**Run 1: placement view**

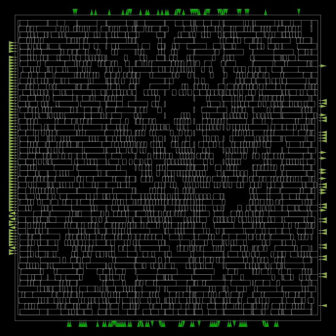
**Run 1: I/O nets highlighted**

(2 px per µm)
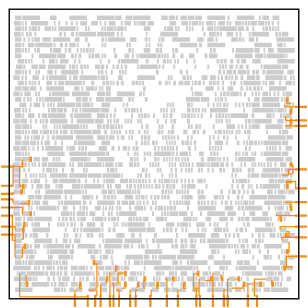
**Run 1: ports around the boundary**

(3 px per µm) Pins as bars across the die edge, other pins in grey.
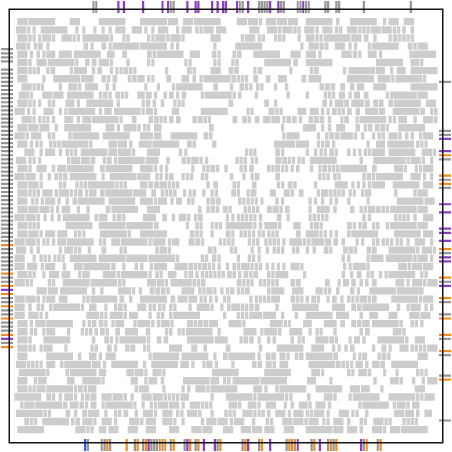
**Run 1: sizing map**

(3 px per µm)
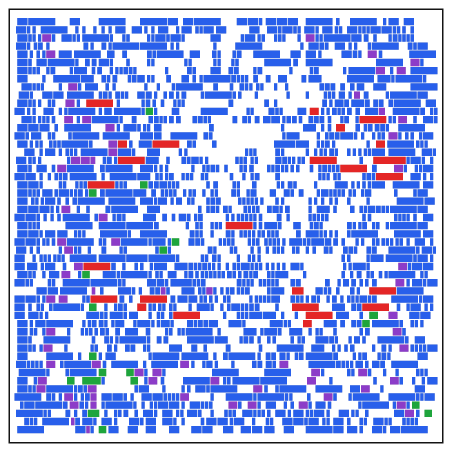
**src/rtl/pre_adder_arbiter_if.sv**
```systemverilog
// ============================================================================
// Module      : pre_adder_arbiter_if
// Description : Requester, result and handshake bundle for pre_adder_arbiter.
// Revision    : 1.0 - initial release
// ============================================================================
`default_nettype none

interface pre_adder_arbiter_if;
   logic        r0_valid;
   logic        r0_ready;
   logic        r0_mode;
   logic [36:0] r0_in1;
   logic [36:0] r0_in2;
   logic        r1_valid;
   logic        r1_ready;
   logic        r1_mode;
   logic [36:0] r1_in1;
   logic [36:0] r1_in2;
   logic        out_valid;
   logic        out_ready;
   logic [37:0] out_data;
   logic        out_id;
   logic        out_mode;

   modport slave (
      input  r0_valid, r0_mode, r0_in1, r0_in2,
      input  r1_valid, r1_mode, r1_in1, r1_in2,
      input  out_ready,
      output r0_ready, r1_ready,
      output out_valid, out_data, out_id, out_mode
   );

   modport master (
      output r0_valid, r0_mode, r0_in1, r0_in2,
      output r1_valid, r1_mode, r1_in1, r1_in2,
      output out_ready,
      input  r0_ready, r1_ready,
      input  out_valid, out_data, out_id, out_mode
   );
endinterface

`default_nettype wire

```
**src/rtl/pre_adder_arbiter.sv**
```systemverilog
// ============================================================================
// Module      : pre_adder_arbiter
// Description : Two-requester round-robin front end to one shared, two-stage,
//               mode-switchable (dual 19-bit / single 27-bit) pre-adder.
// Revision    : 1.0 - initial release
// ============================================================================
`default_nettype none

module pre_adder_arbiter (
   input  wire logic           clk,
   input  wire logic           rst_n,
   pre_adder_arbiter_if.slave  bus
);

   typedef enum logic [0:0] {
      ST_RUN    = 1'b0,
      ST_SWITCH = 1'b1
   } state_t;

   state_t      r_state;
   logic        r_ptr;
   logic        r_cur_mode;
   logic        r_lat_id;
   logic        r_lat_mode;
   logic        r_prio_vld;

   logic        r_s1_vld;
   logic        r_s1_mode;
   logic        r_s1_id;
   logic [36:0] r_s1_in1;
   logic [36:0] r_s1_in2;

   logic        r_s2_vld;
   logic        r_s2_mode;
   logic        r_s2_id;
   logic [37:0] r_s2_data;

   logic        w_s2_load;
   logic        w_s1_free;
   logic        w_any;
   logic        w_lat_valid;
   logic        w_win_id;
   logic        w_win_mode;
   logic        w_grant;
   logic        w_need_switch;
   logic [18:0] w_sum_lo;
   logic [18:0] w_sum_hi;
   logic [27:0] w_sum_wide;
   logic [37:0] w_sum;

   always_comb begin
      w_s2_load   = !r_s2_vld || bus.out_ready;
      w_s1_free   = !r_s1_vld || w_s2_load;
      w_any       = bus.r0_valid || bus.r1_valid;
      w_lat_valid = r_lat_id ? bus.r1_valid : bus.r0_valid;

      // A requester that forced a mode switch keeps priority until served or withdrawn.
      if (r_prio_vld && w_lat_valid) begin
         w_win_id = r_lat_id;
      end else if (bus.r0_valid && bus.r1_valid) begin
         w_win_id = r_ptr;
      end else begin
         w_win_id = bus.r1_valid;
      end
      w_win_mode = w_win_id ? bus.r1_mode : bus.r0_mode;

      w_grant       = rst_n && (r_state == ST_RUN) && w_any &&
                      (w_win_mode == r_cur_mode) && w_s1_free;
      w_need_switch = (r_state == ST_RUN) && w_any && (w_win_mode != r_cur_mode);

      bus.r0_ready = w_grant && !w_win_id;
      bus.r1_ready = w_grant &&  w_win_id;
   end

   always_ff @(posedge clk or negedge rst_n) begin
      if (!rst_n) begin
         r_state    <= ST_RUN;
         r_ptr      <= 1'b0;
         r_cur_mode <= 1'b0;
         r_lat_id   <= 1'b0;
         r_lat_mode <= 1'b0;
         r_prio_vld <= 1'b0;
      end else begin
         case (r_state)
            ST_RUN: begin
               if (w_need_switch) begin
                  r_state    <= ST_SWITCH;
                  r_lat_id   <= w_win_id;
                  r_lat_mode <= w_win_mode;
                  r_prio_vld <= 1'b0;
               end else begin
                  if (w_grant) begin
                     r_ptr <= ~w_win_id;
                  end
                  if (r_prio_vld && (w_grant || !w_lat_valid)) begin
                     r_prio_vld <= 1'b0;
                  end
               end
            end
            ST_SWITCH: begin
               r_cur_mode <= r_lat_mode;
               r_prio_vld <= 1'b1;
               r_state    <= ST_RUN;
            end
            default: r_state <= ST_RUN;
         endcase
      end
   end

   always_ff @(posedge clk or negedge rst_n) begin
      if (!rst_n) begin
         r_s1_vld  <= 1'b0;
         r_s1_mode <= 1'b0;
         r_s1_id   <= 1'b0;
         r_s1_in1  <= '0;
         r_s1_in2  <= '0;
      end else if (w_s1_free) begin
         r_s1_vld <= w_grant;
         if (w_grant) begin
            r_s1_mode <= w_win_mode;
            r_s1_id   <= w_win_id;
            r_s1_in1  <= w_win_id ? bus.r1_in1 : bus.r0_in1;
            r_s1_in2  <= w_win_id ? bus.r1_in2 : bus.r0_in2;
         end
      end
   end

   always_comb begin
      w_sum_lo   = r_s1_in1[18:0] + {1'b0, r_s1_in1[36:19]};
      w_sum_hi   = r_s1_in2[18:0] + {1'b0, r_s1_in2[36:19]};
      w_sum_wide = {1'b0, r_s1_in1[26:0]} + {2'b00, r_s1_in2[15:0], r_s1_in1[36:27]};
      w_sum      = r_s1_mode ? {10'd0, w_sum_wide} : {w_sum_hi, w_sum_lo};
   end

   always_ff @(posedge clk or negedge rst_n) begin
      if (!rst_n) begin
         r_s2_vld  <= 1'b0;
         r_s2_mode <= 1'b0;
         r_s2_id   <= 1'b0;
         r_s2_data <= '0;
      end else if (w_s2_load) begin
         r_s2_vld <= r_s1_vld;
         if (r_s1_vld) begin
            r_s2_mode <= r_s1_mode;
            r_s2_id   <= r_s1_id;
            r_s2_data <= w_sum;
         end
      end
   end

   assign bus.out_valid = r_s2_vld;
   assign bus.out_data  = r_s2_data;
   assign bus.out_id    = r_s2_id;
   assign bus.out_mode  = r_s2_mode;

endmodule

`default_nettype wire

```
**src/flat_wrapper.sv**
```systemverilog
// flat-port wrapper written by rule: the top's interface ports become plain ports
module pre_adder_arbiter_flat 
  (clk, rst_n, bus_r0_valid, bus_r0_mode, bus_r0_in1, bus_r0_in2, bus_r1_valid, bus_r1_mode, bus_r1_in1, bus_r1_in2, bus_out_ready, bus_r0_ready, bus_r1_ready, bus_out_valid, bus_out_data, bus_out_id, bus_out_mode);
  pre_adder_arbiter_if bus_i ();
  input  wire logic clk;
  input  wire logic rst_n;
  input wire logic [$bits(bus_i.r0_valid)-1:0] bus_r0_valid;
  input wire logic [$bits(bus_i.r0_mode)-1:0] bus_r0_mode;
  input wire logic [$bits(bus_i.r0_in1)-1:0] bus_r0_in1;
  input wire logic [$bits(bus_i.r0_in2)-1:0] bus_r0_in2;
  input wire logic [$bits(bus_i.r1_valid)-1:0] bus_r1_valid;
  input wire logic [$bits(bus_i.r1_mode)-1:0] bus_r1_mode;
  input wire logic [$bits(bus_i.r1_in1)-1:0] bus_r1_in1;
  input wire logic [$bits(bus_i.r1_in2)-1:0] bus_r1_in2;
  input wire logic [$bits(bus_i.out_ready)-1:0] bus_out_ready;
  output wire logic [$bits(bus_i.r0_ready)-1:0] bus_r0_ready;
  output wire logic [$bits(bus_i.r1_ready)-1:0] bus_r1_ready;
  output wire logic [$bits(bus_i.out_valid)-1:0] bus_out_valid;
  output wire logic [$bits(bus_i.out_data)-1:0] bus_out_data;
  output wire logic [$bits(bus_i.out_id)-1:0] bus_out_id;
  output wire logic [$bits(bus_i.out_mode)-1:0] bus_out_mode;
  assign bus_i.r0_valid = bus_r0_valid;
  assign bus_i.r0_mode = bus_r0_mode;
  assign bus_i.r0_in1 = bus_r0_in1;
  assign bus_i.r0_in2 = bus_r0_in2;
  assign bus_i.r1_valid = bus_r1_valid;
  assign bus_i.r1_mode = bus_r1_mode;
  assign bus_i.r1_in1 = bus_r1_in1;
  assign bus_i.r1_in2 = bus_r1_in2;
  assign bus_i.out_ready = bus_out_ready;
  assign bus_r0_ready = bus_i.r0_ready;
  assign bus_r1_ready = bus_i.r1_ready;
  assign bus_out_valid = bus_i.out_valid;
  assign bus_out_data = bus_i.out_data;
  assign bus_out_id = bus_i.out_id;
  assign bus_out_mode = bus_i.out_mode;
  pre_adder_arbiter u_core (.clk(clk), .rst_n(rst_n), .bus(bus_i));
endmodule
```
**config.mk**
```make
export PLATFORM = sky130hd
export DESIGN_NAME = pre_adder_arbiter_flat
export DESIGN_NICKNAME = d
export VERILOG_FILES = /design/src/rtl/pre_adder_arbiter_if.sv /design/src/rtl/pre_adder_arbiter.sv /design/src/flat_wrapper.sv
export SDC_FILE = /design/constraint.sdc
export NUM_CORES = 1
export LEC_CHECK = 0
export ABC_AREA = 1
export CORE_MARGIN = 1
export CORE_UTILIZATION = 50
export CTS_CLUSTER_SIZE = 16
export DETAILED_ROUTE_END_ITERATION = 10
export PLACE_DENSITY = 0.78
export REMOVE_ABC_BUFFERS = 1
export SETUP_SLACK_MARGIN = 0.05
export SLEW_MARGIN = 10
export SYNTH_ARGS = -nofsm -noshare
export SYNTH_HDL_FRONTEND = slang
export SYNTH_SLANG_ARGS = --single-unit
export TNS_END_PERCENT = 50
```
**constraint.sdc**
```tcl
create_clock -name clk -period 5.3 [get_ports clk]
set_input_delay 1.325 -clock clk [delete_from_list [all_inputs] [get_ports clk]]
set_output_delay 1.325 -clock clk [all_outputs]
set_load 0.02 [all_outputs]
```
==> flow_summary.ini, run 1 <==
; physical design summary
[route]
firstDrtPassIters = 5
vias = 10200
antenna_left = 0
vias_per_cell = 5.02
dr_wl_met2_um = 13100
drc = 0

[timing]
max_slew.worst_pin.slew_ps = 952
slew_headroom = 0.365
worst_slack_ps = 381
rsz0062_at_grt = no
final.setup.tns_ps = 0
final_max_slew_viol_count = 0
fin_worst_skew_ps = 15.7

[pwr]
power.density_nw_per_um2 = 607
vdd_drop_max_mv = 0.310
finalPower_mw = 7.74

[clocking]
clkTransAtPathRegs_ps = 50
cts_root_buf = clkbuf_16
cts_buffers = 17
hold_buffers = 0
post_cts_buffers = 0
htree_levels = 4

[global_routing]
met1_usage = 0.432
grt_pass1_wl_um = 48200
grt_use_met3 = 0.0680
grt_pass1_vias = 9399
grt_usage = 0.307
antenna_found_initial = 0
busiest_layer = met2
gr-usage-met2 = 0.471

[setup_path]
path_cells = clkdlybuf4s50_1 > inv_1 > nor2_1 > o21ai_2 > nand3_1 > nand2_2 > nand2_1 > nand3_4 > nor2_1 > buf_4 > clkdlybuf4s50_1
crit_fanout = 7
crit_path_end_kind = output port
crit_buf_inv = 4

[status]
status = finished, final reports clean

[synthesis]
edf_count = 0
ys_cells = 1573
synth_area_per_cell_um2 = 6.41
ys_types = 37
synth_area_um2 = 10100
synth_cells = 1573
yosysWarnings = 0
postSynth.asyncResetShare = 1.00
ys_seq_share = 0.308
numSynthFlops = 124
synth-main-ff-cell = dfrtp_1

[job]
openroad.warnings = 25

[die]
chipArea_um2 = 20700
coreArea_um2 = 19600

[layout]
comb_area_um2 = 5870
num-fill-cells = 1831
syn_to_final_growth_pct = 26.5
antenna_cells = 0

[min_path]
hold_depth = 2

[placement]
pre_cts_ws_ps = 416
placed_cells = 2003
port_buffers = 197
-- 'placement view' (at the start) --
fraction of area in registers: 0.243
fin util: 0.651
# rows: 51

-- 'I/O nets highlighted' (at the start) --
| port | colour | bits | direction | end cells | buffers | wire |
|---|---|---|---|---|---|---|
| bus_r0_in1 | orange | 37 | input | 37 | 37 | 504 µm |

-- 'ports around the boundary' (at the start) --
| port | colour | pins | direction | edge |
|---|---|---|---|---|
| bus_r1_valid | blue | 1 | input | bottom |
| bus_r0_in1 | orange | 37 | input | 19 bottom, 10 right, 8 left |
| bus_out_data | purple | 38 | output | 17 top, 10 right, 9 bottom, 2 left |

-- 'sizing map' (at the start) --
| size | colour | cells |
|---|---|---|
| x3 and x4 | green | 19 |
| x6 and larger | red | 25 |
| x1 and smaller | blue | 1,653 |
| x2 | purple | 72 |

-- run 1: cell usage after synthesis (5+ instances only) --
cell type / n / area [µm²]
nand2_1: 682 / 2560
buf_6: 14 / 158
a21o_1: 5 / 37.5
clkbuf_1: 14 / 52.6
o21ai_1: 10 / 50.1
nor3_1: 5 / 25.0
buf_2: 13 / 65.1
a31oi_1: 6 / 37.5
nand3_1: 87 / 435
xor2_1: 11 / 96.3
o21ai_2: 62 / 543
a21oi_1: 74 / 370
dfrtp_1: 124 / 3100
nand3b_1: 11 / 82.6
o21ai_0: 39 / 195
inv_1: 213 / 800
nand4_1: 10 / 62.6
nor2_1: 99 / 372
ha_1: 62 / 776
-- run 1: power by group --
part / switching, mW / internal [mW]
Combinational: 3.01 / 1.76
Clock: 0.485 / 0.652
Sequential: 0.457 / 1.38
-- run 1: registers in the layout (all words and copies together), names as in the netlist --
| name | count |
|---|---|
| u_core.r_s1_id | 1 |
| u_core.bus.out_valid | 1 |
| u_core.r_ptr | 1 |
| u_core.r_s1_mode | 1 |
| u_core.r_s1_in2 | 37 |
| u_core.bus.out_id | 1 |
| u_core.r_state | 1 |
| u_core.bus.out_mode | 1 |
| u_core.r_lat_mode | 1 |
| u_core.r_s1_vld | 1 |
| u_core.r_cur_mode | 1 |
| u_core.r_lat_id | 1 |
| u_core.r_s1_in1 | 37 |
| u_core.r_prio_vld | 1 |
| u_core.bus.out_data | 38 |
-- run 1: how the worst max path moves through the flow --
stage                            start      endpoint  slack, ps
after floorplan           bus_r0_valid  bus_r0_ready      -1400
after global placement    bus_r1_valid  bus_r0_ready        510
after detailed placement  bus_r1_valid  bus_r0_ready        420
after CTS                 bus_r1_valid  bus_r0_ready        400
after global routing      bus_r1_valid  bus_r0_ready        250
final                     bus_r1_valid  bus_r0_ready        380
-- run 1: kinds of logic after synthesis --
family                   after synthesis  share of synthesized area
AND/OR/NAND/NOR                      904                      0.358
adder cells (fa/ha/maj)               65                     0.0829
AND-OR/OR-AND                        204                      0.129
buffers and inverters                262                      0.110
flip-flops                           124                      0.308
XOR/XNOR                              14                     0.0122
-- run 1: worst min-delay path, cell delays in order, from the launching register on --
cell and delay (ps):
dfrtp_1 340, nand2_1 60, nand2_1 50
-- run 1: cells in the final DEF (no fill, tap or decap), types with 2 or more instances in the layout --
cell and instances:
a21o_1 5, a21oi_1 74, a31oi_1 6, buf_4 13, clkbuf_16 17, clkdlybuf4s50_1 196
clkinv_1 2, clkinv_2 2, clkinvlp_4 3, dfrtp_1 124, fa_1 3, ha_1 62
inv_1 213, inv_2 3, inv_6 6, nand2_1 682, nand2_2 2, nand3_1 87
nand3b_1 11, nand4_1 10, nor2_1 99, nor3_1 5, nor4_1 2, o21ai_0 39
o21ai_1 10, o21ai_2 62, o21bai_1 3, or2_2 3, xnor2_1 3, xor2_1 11
-- run 1: area by class of cell --
cell class / instances / share of cell area
repair buffers: 209 / 0.162
well taps: 265 / 0.0260
clock buffers: 17 / 0.0334
multi-input cells: 1187 / 0.461
clock inverters: 14 / 0.0106
inverters: 218 / 0.0642
flip-flops and latches: 124 / 0.243
**Run 1: routed metal, one colour a layer**

(3 px per µm) Two of the layers only.
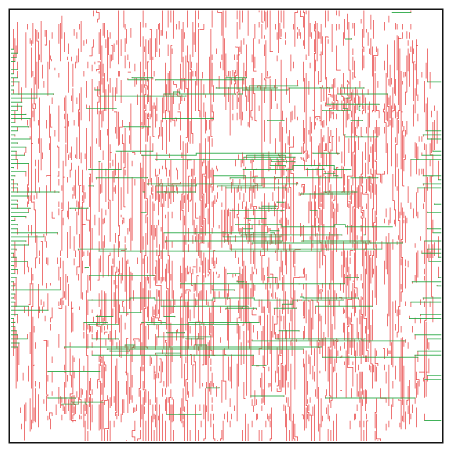

==> run 2: changes to the inputs <==
CORE_ASPECT_RATIO = 0.5   (was unset)
**Run 2: routed metal, one colour a layer**

(3 px per µm) Two of the layers only.
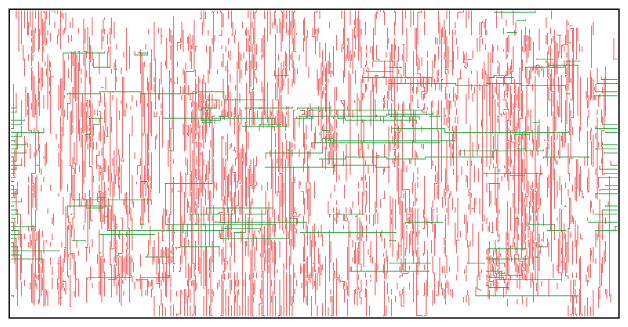
| layer | colour | wire length |
|---|---|---|
| M3 | green | 1,670 µm |
| M2 | red | 13,800 µm |

==> run 2 against run 1 <==
  * Critical path depth shrank 1
  * Wire length grew 3.0%
  * Critical path type unchanged
  * Global-route usage grew 0.39 points
  * Fmax shrank 1.7%
  * Highest routed layer unchanged
  * Register-to-register slack gained 310 ps
  * Combinational power is essentially flat
  * Clock power is essentially flat
  * Cell area grew 0.29%
  * Critical endpoint unchanged
  * Synthesized area is the same
  * Utilization grew 0.18 points
  * Hold slack gained 2.3 ps
  * Sequential share of layout area shrank 0.071 points
==> flow_summary.ini, run 2 <==
; physical design summary
[synthesis]
top_cells_by_count = nand2_1 (682), inv_1 (213), dfrtp_1 (124), nor2_1 (99), nand3_1 (87)
synth.top_cell.area_share = 0.308
synth_cells = 1573
synth_area_per_cell_um2 = 6.41
synth_area_um2 = 10100
most_common_cell = nand2_1
postSynth.asyncResetShare = 1.00
edf_count = 0
yosys-top-cells-area = dfrtp_1 (31%), nand2_1 (25%), inv_1 (7.9%)
yosysWarnings = 0
numSynthFlops = 124
ys_seq_share = 0.308
ys_types = 37
ys_cells = 1573

[setup_path]
path_cells = clkdlybuf4s50_1 > inv_1 > nor2_1 > o21ai_2 > nand3_1 > nand2_2 > nand2_1 > nand3_4 > nor2_1 > clkdlybuf4s50_1
crit_path_end_kind = output port
crit_fanout = 4

[timing]
worst_slack_ps = 295
final.setup.tns_ps = 0
final_max_slew_viol_count = 0
max_slew.worst_pin.slew_ps = 880
slew_headroom = 0.410

[layout]
antenna_cells = 0
syn_to_final_growth_pct = 26.9
largest_register_ffs = 38
final_common_cell = nand2_1

[pwr]
comb_power_share = 0.614
p_seq_frac = 0.235
sw_frac_of_total = 0.508
p_clk_frac = 0.151
vdd_drop_max_mv = 0.331
p_sw_mw = 3.96

[die]
coreArea_um2 = 19600
rows = 36

[clocking]
cts_root_buf = clkbuf_16
cts_buffers = 17

[status]
status = finished, final reports clean

[global_routing]
grt_pass1_vias = 9891
**Run 2: ports around the boundary**

(3 px per µm) Pins as bars across the die edge, other pins in grey.
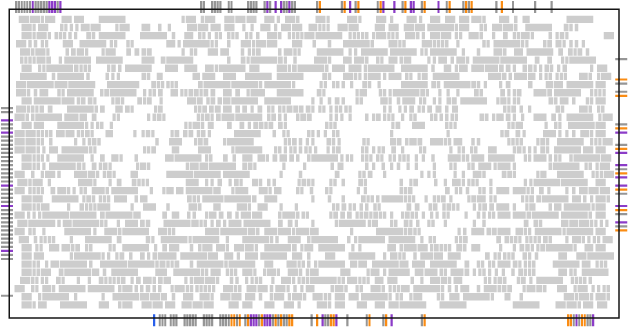
| port | colour | pins | direction | edge |
|---|---|---|---|---|
| bus_out_data | purple | 38 | output | 15 top, 11 bottom, 7 right, 5 left |
| bus_r0_in1 | orange | 37 | input | 19 bottom, 10 top, 8 right |
| bus_r1_valid | blue | 1 | input | bottom |
all pins by edge: 68 bottom, 68 top, 38 left, 24 right

-- run 2: netlist changes by cell type in the layout (fill, tap and decap cells not counted) --
cell	delta
buf_4	+1
clkbuf_8	+4
clkinv_2	-2
clkinvlp_4	+4
inv_6	-4
inv_8	-1
-- run 2: final timing paths --
check,startpoint,endpoint,slack (ps),cells past startpoint
worst max-delay path,bus_r1_valid,bus_r0_ready,290,10
worst max register to register,u_core.r_lat_id,u_core.r_s1_in1[16],2430,11
worst min-delay path,u_core.bus.out_data[9],u_core.bus.out_data[9],480,2
min in group asynchronous,rst_n,u_core.r_s1_in1[18],720,1
max in group asynchronous,rst_n,u_core.r_lat_mode,3440,2
worst min register to register,u_core.bus.out_data[9],u_core.bus.out_data[9],480,2
-- run 2: power by group through the flow --
stage | Combinational (mW) | Sequential [mW] | Clock (mW)
2_1_floorplan | 3.16 | 1.82 | 0
3_3_place_gp | 4.64 | 1.82 | 0
3_5_place_dp | 4.73 | 1.82 | 0
4_1_cts | 4.77 | 1.82 | 1.18
5_1_grt | 5.39 | 1.87 | 1.22
6_report | 4.79 | 1.83 | 1.17
-- run 2: per-stage QoR --
step | cells | util
floorplan | 1529 | -
global placement | 2005 | 0.622
detailed placement | 2005 | 0.622
CTS | 2037 | 0.652
global route | 2037 | 0.652
finish | 2037 | 0.652
-- run 2: logic make-up (layout without fill, tap and decap cells) --
| logic type | after synthesis | in the layout | synth area share |
|---|---|---|---|
| AND/OR/NAND/NOR | 904 | 904 | 0.358 |
| buffers and inverters | 262 | 460 | 0.110 |
| AND-OR/OR-AND | 204 | 204 | 0.129 |
| adder cells (fa/ha/maj) | 65 | 65 | 0.0829 |
| flip-flops | 124 | 124 | 0.308 |
| XOR/XNOR | 14 | 14 | 0.0122 |
-- run 2: tightest hold or removal path, cell delays in order (launching register included) --
cell and delay [ps]:
dfrtp_1 340, nand2_1 50, nand2_1 50
-- run 2: routing by layer --
layer	wire, µm	track usage	vias to the layer above
li1	-	-	5292
met1	14900	0.420	4821
met2	13800	0.512	274
met3	1670	0.0466	51
met4	698	0.112	0
met5	0	0	-
-- run 2: cell type report --
type                            instances  area [µm²]
Sequential cell                       124        3100
Inverter                              218         818
Multi-Input combinational cell       1187        5870
Clock inverter                         11         109
Timing Repair Buffer                  210        2070
Clock buffer                           21         480
Fill cell                            1822        6810
Tap cell                              266         333
==> run 3: changes to the inputs <==
TNS_END_PERCENT = 20   (was 50)
**Run 3: ports around the boundary**

(3 px per µm) Pins as bars across the die edge, other pins in grey.
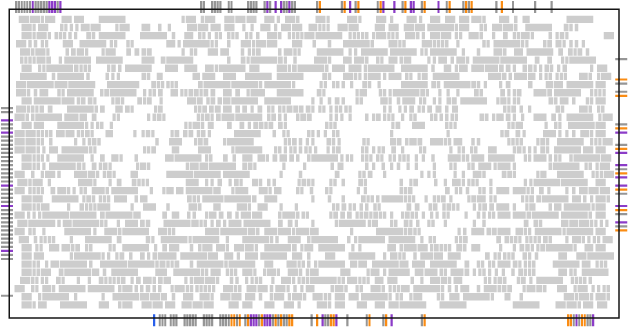
| port | colour | pins | direction | edge |
|---|---|---|---|---|
| bus_r1_valid | blue | 1 | input | bottom |
| bus_out_data | purple | 38 | output | 15 top, 11 bottom, 7 right, 5 left |
| bus_r0_in1 | orange | 37 | input | 19 bottom, 10 top, 8 right |
all pins by edge: 68 bottom, 68 top, 38 left, 24 right

**Run 3: I/O nets highlighted**

(2 px per µm)
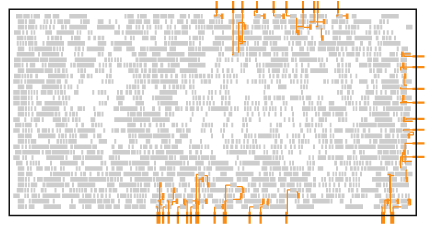
| port | colour | bits | direction | end cells | buffers | wire |
|---|---|---|---|---|---|---|
| bus_r0_in1 | orange | 37 | input | 37 | 37 | 500 µm |

==> run 3 against run 2 <==
  * Flip-flop count stayed put
  * Highest routed layer unchanged
  * Utilization did not move
  * Synthesized area stayed put
==> flow_summary.ini, run 3 <==
; physical design summary
[timing]
rsz0062_at_grt = no
final_max_slew_viol_count = 0
max_slew.worst_pin.slew_ps = 880
fin_worst_skew_ps = 11.5

[synthesis]
synth_area_um2 = 10100
top_cells_by_count = nand2_1 (682), inv_1 (213), dfrtp_1 (124), nor2_1 (99), nand3_1 (87)
synth.top_cell.area_share = 0.308
synth-main-ff-cell = dfrtp_1
ys_types = 37
ys_seq_share = 0.308
numSynthFlops = 124
postSynth.asyncResetShare = 1.00
most_common_cell = nand2_1
ys_cells = 1573
top_area_cell = dfrtp_1

[setup_path]
path_cells = clkdlybuf4s50_1 > inv_1 > nor2_1 > o21ai_2 > nand3_1 > nand2_2 > nand2_1 > nand3_4 > nor2_1 > clkdlybuf4s50_1
startpoint = bus_r1_valid
crit_fanout = 4

[die]
chipArea_um2 = 20800

[job]
openroad.warnings = 25

[min_path]
hold_start = u_core.bus.out_data[9]

[layout]
syn_to_final_growth_pct = 26.9
largest_register_ffs = 38
antenna_cells = 0

[route]
firstDrtPassIters = 7
vias_per_cell = 5.12
drc = 0

[status]
status = finished, final reports clean

[global_routing]
grt_usage = 0.311

[clocking]
post_cts_buffers = 0
clkTransAtPathRegs_ps = 50
cts_buffers = 17
htree_levels = 4

[pwr]
finalPower_mw = 7.80

[placement]
port_buffers = 197
==> run 3: worst paths after layout <==
path	to	slack, ps	depth (start not counted)
setup / recovery	bus_r0_ready	290	10
hold / removal	u_core.bus.out_data[9]	480	2
setup reg to reg	u_core.r_s1_in1[16]	2430	11
hold reg to reg	u_core.bus.out_data[9]	480	2
max in group asynchronous	u_core.r_lat_mode	3440	2
min in group asynchronous	u_core.r_s1_in1[18]	720	1
==> run 3: cell families after synthesis <==
group,share of synthesized area
simple gates,0.358
buf+inv,0.110
xor+xnor,0.0122
fa+ha+maj,0.0829
compound gates,0.129
flops,0.308
==> run 3: layout make-up <==
type	instances	area, µm²
Clock inverter	11	109
Clock buffer	21	480
Fill cell	1822	6810
Sequential cell	124	3100
Inverter	218	818
Multi-Input combinational cell	1187	5870
Tap cell	266	333
Timing Repair Buffer	210	2070
==> run 3: power by group <==
group / internal, mW / switching [mW] / leakage, nW / total, mW
registers: 1.38 / 0.457 / 1.55 / 1.83
logic: 1.77 / 3.02 / 5.14 / 4.79
clock network: 0.696 / 0.477 / 0.267 / 1.17
total: 3.84 / 3.96 / 6.95 / 7.80
==> run 3: critical path, delay by kind of cell <==
family                 cells  cell delay [ps]
buffers and inverters      3             1280
AND/OR/NAND/NOR            6              970
AND-OR/OR-AND              1               90
==> run 3: metrics by stage <==
stage | setup TNS [ps] | cell area (µm²) | setup slack, ps | util
finish | 0 | 12800 | 295 | 0.652
global route | 0 | 12800 | 191 | 0.652
CTS | 0 | 12800 | 315 | 0.652
detailed placement | 0 | 12200 | 325 | 0.622
global placement | 0 | 12200 | 330 | 0.622
floorplan | -3100 | 9790 | -1400 | -
==> run 3: metal layers <==
layer,routed length (µm),global-route usage,up-vias
met5,0,0,-
met4,698,0.112,0
met3,1670,0.0466,51
met2,13800,0.512,274
met1,14900,0.420,4821
li1,-,-,5292
Power and IR drop assume default switching activity.
